Figure 1. Power grid (run 1).
Pins as bars on the die edge. Tap cells in gray.
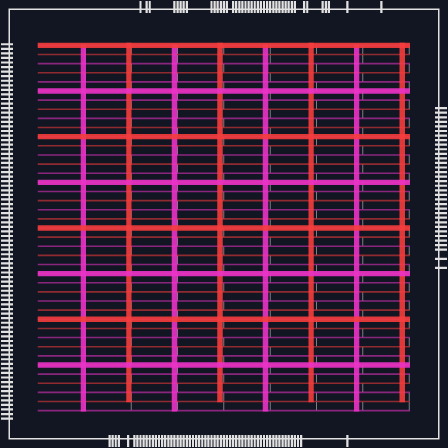
Figure 2. Sequential cells grouped by signal name (run 1).
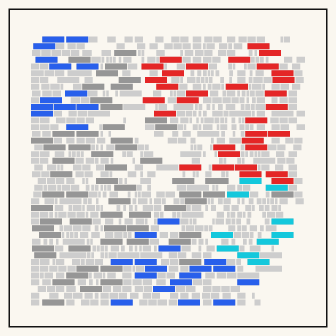
Figure 3. Track usage over the die (run 1).
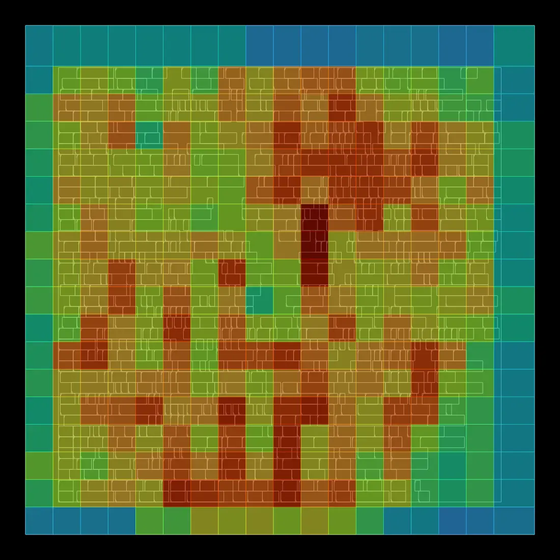
Figure 4. Clock network drawn from the DEF (run 1).
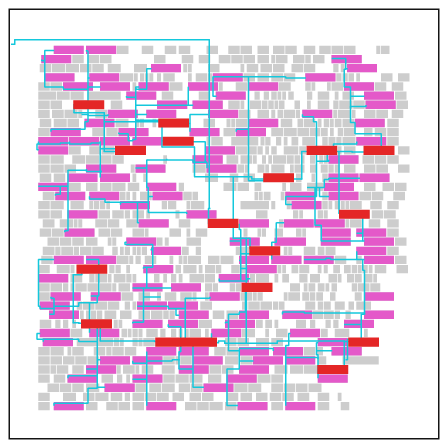
Design load_store_unit, sky130hd; sources not shown.
==> deck_impl_summary.md, run 1 <==
Key Metrics from the Run

GRT
  – Initial antenna violation count: 0
  – Vias in the first global route: 5678
  – Pin count of the biggest net entering global routing: slightly below 100
  – GR Util met1: a little over a quarter
  – Overflow after GRT: 0
  – GR peak layer: met2

Min path
  – Worst min path class: input port to asynchronous set/reset pin

STA
  – Post-route setup TNS: 0 ns
  – Unrepaired setup endpoints after global routing: false
  – Endpoints failing setup: 0
  – Pins over their slew limit: 0
  – Hold_ws: 0.454 ns
  – Maximum operating frequency: 311 MHz
  – Min Tclk post-route: 3.22 ns
  – Cycle use final: between 90 and 100%
  – Endpoints failing hold: 0
  – Slew HR: 48.6%

Clock tree
  – # H-tree levels: 4
  – Clk slew on worst S/H paths: roughly 0.060 ns
  – TritonCTS clock tree: yes
  – Clock Path Buffers: 2
  – Post-CTS Repair Setup Buffers: 0
  – Num CTS Buffers: 17
  – CTS Root Buffer Type: clkbuf_16

Power and ir drop
  – Leak Pwr: 4.01 nW
  – Power Density: around 890 nW/um2
  – Tot Pwr: 0.00808 W

Run
  – Number of OpenROAD warnings: 28
  – Number of max-cap violations: 0

Cells and area
  – Area grow syn2layout: 48.9%
  – Dominant logic cell type in the layout: clkdlybuf4s50_1
  – Nets: 902
  – Top Layout Cells: clkdlybuf4s50_1, dfrtp_1, nand2_1
  – ANT cells: 0
  – Fin cells: ~970

Setup path
  – CP max FO: 10
  – Worst path cell trace: clkdlybuf4s50_1, clkbuf_1, nor2_4, inv_1, ha_1, xor2_1, xnor2_1, mux2_2, o21ai_1
  – R2R cell count: 6
  – Slowest CP cell: clkdlybuf4s50_1
  – CP max stage delay: 0.44 ns
  – CP endpoint kind: register
  – CP Launch Type: input port
  – WP data arrival: between 3 and 4 ns
  – Crit path kind: input port to register
  – Crit path DRT: 3.69 ns
  – R2R Setup Slk: 1.08 ns

Route
  – Drt wl/cell: between 15 and 20 um
  – Total number of vias: 5302
  – First-pass detailed-route iteration total: 5
  – Initial DRC count: between 400 and 500
  – Number of vias per cell: 5.47
  – Antenna-violating nets left: 0
  – WL final: 19.1 mm
  – DRC: 0

Logic synthesis
  – Simple-Gate Area Share: 13.4%
  – Unique cell type count in the Yosys netlist: 49
  – Aoi share: just under 10%
  – Seq/Total Area, Yosys: a little over half
  – Fa+ha+maj area frac: less than 1%
  – Syn. warnings: 0
  – YS chip area: 6090 um2
  – #FFs+latches synth: 132
  – Mapped Area: 6090 um2
  – Mux area share: 18.1%
  – Area fraction in xor and xnor cells: 0.288%
  – Mapped Avg Cell Area: 11.0 um2
  – Cell total in the yosys stat output: between 500 and 600
  – Cells after Synth: 552
  – Main logic family: multiplexers

Placement
  – GPL Wtd Cong: 0.915
  – Inst Count DP: 938
  – HPWL after DPL: 14.5 mm
  – IO buf count: 216

Die
  – Starting Density: a little over 50%
  – Chip Area: between 15000 and 20000 um2
  – Number of I/O pins: 220
  – Row count: 40

Outcome
  – Status: completed
About Figure 1:
[VDD] red
[VSS] magenta
rows: 40
tap cells: 168
Core Region: 12100 um2
Die X: 128 um
Peak VDD IR: 704 uV
Die Y: 128 um

About Figure 2:
[cnt_reg] cyan | sequential cells: 10
[mem_addr] blue | sequential cells: 30
[resp_data] red | sequential cells: 32
not colored: 60
Seq/total area: 36.4%
Flop area: 3300 um2

About Figure 3:
met3 Use GR: 10.6%
GR met2 Demand/Resource: 40.7%

About Figure 4:
[clock-net drivers] red | count: 17
[clock wires] cyan | length: 1660 um
[flip-flops] magenta | count: 132
routed clock nets: 18
flops lie: widely spread
clock network fraction of total power: 22.0%
Clk. pwr: 0.00178 W
Late-Pin Clk Latency: 0.41 ns
Clock Skew: 0.00771 ns

run 1: cell usage after synthesis (all sizes together):
library cell,count,area (um2)
o22ai,1,6.26
nor2,38,143
o21bai,1,7.51
inv,8,30.0
conb,1,3.75
and3,6,37.5
o31a,1,8.76
o2bb2ai,2,17.5
and2,9,56.3
clkbuf,19,71.3
ha,4,50.1
nor3,6,30.0
nor4b,1,23.8
mux2i,44,440
and4,1,8.76
a221o,10,100
o31ai,4,30.0
a31oi,3,18.8
a21oi,29,145
or4b,1,10.0
buf,16,88.8
or2,3,18.8
nor3b,2,20.0
mux4,1,22.5
nor4,1,6.26
dfrtp,131,3280
o211ai,1,7.51
mux2,57,642
a211o,4,35.0
o21ai,44,220
dfstp,1,26.3
a2bb2oi,1,8.76
nor2b,4,25.0
xnor2,1,8.76
nand2b,2,12.5
nand2,69,259
nand3,20,135
xor2,1,8.76
or3b,2,17.5
nand4,2,12.5
run 1: cell families after synthesis:
logic type      count (synthesis)
compound gates                101
xor+xnor                        2
fa+ha+maj                       4
buf+inv                        43
flops                         132
mux                           102
other cells                     1
simple gates                  167
run 1: area by class of cell:
cell class / count / area (um2)
Sequential cell: 132 / 3300
Fill cell: 787 / 2990
Multi-Input combinational cell: 378 / 2610
Timing Repair Buffer: 217 / 2190
Clock buffer: 22 / 454
Tap cell: 168 / 210
Buffer: 35 / 160
Clock inverter: 9 / 106
Inverter: 8 / 30.0
run 1: stage by stage:
stage	setup WS [ns]	util (%)	instance area (um2)
floorplan	0.221	-	6100
global placement	-3.70	70.2	8470
detailed placement	-0.790	70.5	8500
CTS	0.150	75.2	9070
global route	0.0299	75.2	9070
finish	0.130	75.2	9070
run 1: critical path, delay by kind of cell:
kind	cells	cell delay, ns
and+or+nand+nor	1	0.39
muxes	1	0.39
AOI/OAI and AO/OA	1	0.11
adders and majority gates	1	0.21
xor gates and xnor gates	2	0.58
buffers and inverters	3	0.86
run 1: layer usage:
| metal | vias to the layer above | part of all wire, % |
|---|---|---|
| li1 | 2411 | - |
| met1 | 2629 | 38 |
| met2 | 238 | 50 |
| met3 | 24 | 9.7 |
| met4 | 0 | 1.6 |
| met5 | - | 0 |
run 1: power by group:
| part | switching (W) | internal, W | total [W] |
|---|---|---|---|
| registers | 0.000317 | 0.00211 | 0.00243 |
| logic | 0.00254 | 0.00135 | 0.00388 |
| clock network | 0.000670 | 0.00111 | 0.00178 |
| total | 0.00353 | 0.00456 | 0.00808 |
run 1: what timing repair did:
action	in CTS	in global routing
endpoints found under the hold margin	0	0
resized	2	0
hold buffers	0	0
endpoints found under the setup margin	5	0
Figure 5. Cell classes on the final placement (run 1).
Bar = 50 um.
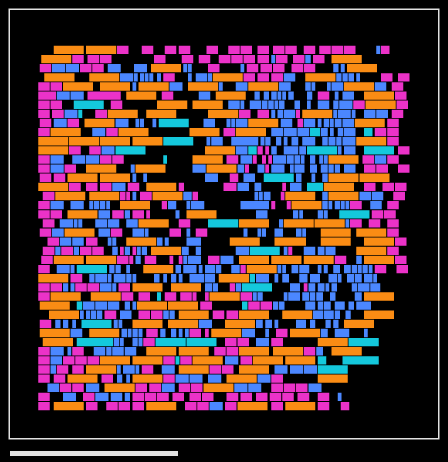

==> run 2, diff against run 1 <==
CAP_MARGIN = not set   (was 20)
CORE_UTILIZATION = 30   (was 49)
CTS_BUF_LIST = sky130_fd_sc_hd__clkbuf_8 sky130_fd_sc_hd__clkbuf_16   (was not set)
PLACE_DENSITY = not set   (was 0.87)
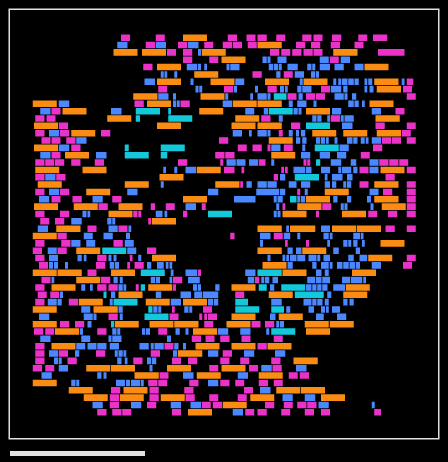
Figure 6: run 2, cell classes on the final placement.
Bar = 50 um.
[registers] orange | cells: 132 | share of their area: 37%
[remaining buffers and delay cells] magenta | cells: 252 | share of their area: 27%
[clock drivers and dummy loads] cyan | cells: 32 | share of their area: 6.3%
[remaining logic cells] blue | cells: 386 | share of their area: 30%
row count: 52
cell area after layout: 9200 um2
post-layout util: 45.8%
Seq/total area: 35.9%

==> run 2 against run 1 <==
Non-clock buffer count unchanged. Worst setup slack improved by 0.071 ns. Sequential cell count unchanged. Hold slack improved by 0.016 ns. Die area increased by 55%. Global-route usage decreased by 8.1 points. Critical path type unchanged.
==> deck_impl_summary.md, run 2 <==
Key Metrics from the Run

Logic synthesis
  – Syn. warnings: 0 (unchanged)
  – Mapped Area: 6090 um2 (unchanged)
  – Asr flop ratio synth: 100% (unchanged)
  – Main logic family: multiplexers (unchanged)
  – Simple-Gate Area Share: 13.4% (unchanged)
  – Mapped Avg Cell Area: 11.0 um2 (unchanged)
  – Cell taking the most area after synthesis: dfrtp_1 (unchanged)
  – Commonest cells post-synth: dfrtp_1, nand2_1, mux2_1 (unchanged)
  – Top cells by area: dfrtp_1, mux2_1, mux2i_1 (unchanged)
  – Aoi share: 9.94% (unchanged)
  – Most frequent cell after synthesis: dfrtp_1 (unchanged)
  – #FFs+latches synth: 132 (unchanged)

Power and ir drop
  – Peak VDD IR: 365 uV (was 704 uV)
  – P_sw: 0.00350 W (was 0.00353 W)
  – Power Density: 871 nW/um2 (was 892 nW/um2)
  – Internal: 0.00452 W (was 0.00456 W)
  – Clock network fraction of total power: 22.0% (about the same)
  – Comb power frac: 48.1% (was 48.0%)
  – Sw frac: 43.7% (was 43.6%)
  – Leak Pwr: 4.03 nW (was 4.01 nW)
  – Seq pwr share: 29.9% (was 30.0%)

Setup path
  – CP endpoint kind: register (unchanged)
  – R2R cell count: 6 (unchanged)
  – R2R Setup Slk: 1.08 ns (about the same)
  – CP Launch Type: input port (unchanged)
  – Crit path kind: input port to register (unchanged)
  – WP data arrival: 3.49 ns (was 3.56 ns)
  – Crit path DRT: 3.69 ns (about the same)

GRT
  – Initial antenna violation count: 0 (unchanged)
  – Overflow after GRT: 0 (unchanged)
  – Vias in the first global route: 5232 (was 5678)
  – Pin count of the biggest net entering global routing: 79 (was 98)

Clock tree
  – Post-CTS Repair Setup Buffers: 0 (unchanged)
  – Clock Path Buffers: 2 (unchanged)
  – # H-tree levels: 4 (unchanged)
  – Hold_buf cts: 0 (unchanged)
  – TritonCTS clock tree: yes (unchanged)
  – Num CTS Buffers: 17 (unchanged)

Cells and area
  – Fillcell total: 1881 (was 787)
  – Fin cells: 1072 (was 969)
  – Area grow syn2layout: 51.0% (was 48.9%)
  – Flop area: 3300 um2 (unchanged)
  – ANT cells: 0 (unchanged)
  – Comb gate area: 2620 um2 (was 2610 um2)

STA
  – Maximum operating frequency: 318 MHz (was 311 MHz)
  – Slew HR: 45.3% (was 48.6%)
  – Cycle use final: 94.0% (was 96.1%)
  – Min Tclk post-route: 3.15 ns (was 3.22 ns)
  – Pins over their slew limit: 0 (unchanged)
  – Endpoints failing hold: 0 (unchanged)

Placement
  – GPL Wtd Cong: 0.762 (was 0.915)
  – IO buf count: 216 (unchanged)
  – Pre-CTS WS: -0.972 ns (was -0.790 ns)
  – HPWL after DPL: 14.6 mm (was 14.5 mm)
  – Inst Count DP: 1040 (was 938)

Route
  – Antenna-violating nets left: 0 (unchanged)
  – DR top layer: met4 (unchanged)
  – Met1 WL: 8.15 mm (was 7.35 mm)
  – Total number of vias: 5020 (was 5302)
  – Wire length on met3: 1.80 mm (was 1.86 mm)
  – DRC: 0 (unchanged)
  – First-pass detailed-route iteration total: 4 (was 5)
  – Number of vias per cell: 4.68 (was 5.47)
  – Met2 wire length: 9.23 mm (was 9.61 mm)
  – Drt wl/cell: 18.1 um (was 19.7 um)
  – Initial DRC count: 224 (was 487)
  – WL final: 19.4 mm (was 19.1 mm)

Outcome
  – Status: completed (unchanged)

Run
  – Number of OpenROAD warnings: 28 (unchanged)
  – Number of max-cap violations: 0 (unchanged)

Die
  – Die X: 159 um (was 128 um)
  – Chip Area: 25100 um2 (was 16300 um2)
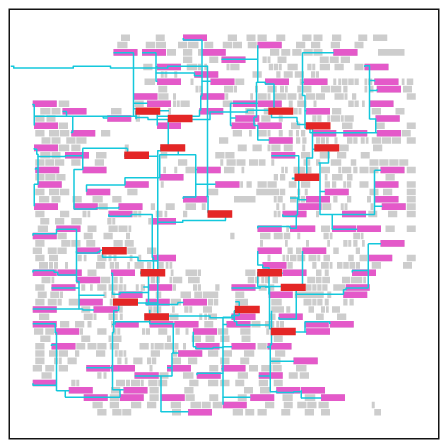
Figure 7: run 2, clock network drawn from the DEF.
[clock wires] cyan | length: 2000 um
[flip-flops] magenta | count: 132
[clock-net drivers] red | count: 17
flops lie: widely spread
Clock Skew: 0.0126 ns
Clk. pwr: 0.00176 W
Late-Pin Clk Latency: 0.42 ns

==> run 2: cell counts after synthesis <==
Identical to the previous run, type by type.
==> run 2: area by class of cell <==
type	count	share of cell area, %
flip-flops and latches	132	35.9
multi-input cells	378	28.4
repair buffers	217	23.9
clock buffers	20	5.07
well taps	270	3.67
plain buffers	35	1.74
clock inverters	12	0.979
inverters	8	0.326
==> run 2: through the flow <==
step	utilization, %	setup TNS, ns	hold WS [ns]
after global routing	45.8	0	0.491
final	45.8	0	0.470
after CTS	45.7	0	0.476
after global placement	42.8	-597.08	0.448
after detailed placement	42.9	-4.35	0.461
after floorplan	-	0	0.435
==> run 2: cell families (layout without fill, tap and decap cells) <==
| group | Yosys count | count (layout) |
|---|---|---|
| and+or+nand+nor | 167 | 167 |
| xor gates and xnor gates | 2 | 2 |
| other | 1 | 2 |
| buffers and inverters | 43 | 292 |
| adders and majority gates | 4 | 4 |
| AOI/OAI and AO/OA | 101 | 101 |
| muxes | 102 | 102 |
| DFF | 132 | 132 |
==> run 2: worst max-delay path: stages <==
cell             delay, ns
clkdlybuf4s50_1       0.44
clkbuf_1              0.30
nor2_4                0.41
inv_1                 0.14
ha_1                  0.21
xor2_1                0.16
xnor2_2               0.33
mux2_2                0.38
o21ai_1               0.10
==> run 2: power by group through the flow <==
stage          Combinational (W)  Clock [W]  Sequential, W
4_1_cts                  0.00390    0.00182        0.00240
5_1_grt                  0.00408    0.00188        0.00247
3_5_place_dp             0.00389          0        0.00242
6_report                 0.00386    0.00176        0.00239
3_3_place_gp             0.00388          0        0.00241
2_1_floorplan           0.000870          0        0.00399
==> run 2: timing repair <==
item | CTS | global route
endpoints found under the setup margin | 5 | 1
resized | 2 | 1
hold endpoints to repair | 0 | 0
==> run 2: metal layers <==
layer,track usage (%),vias up
li1,-,2423
met5,0,-
met4,3.64,0
met3,6.87,15
met1,19.2,2432
met2,25.7,150
Power figures rest on the tool's default switching activity, not on a simulated workload.
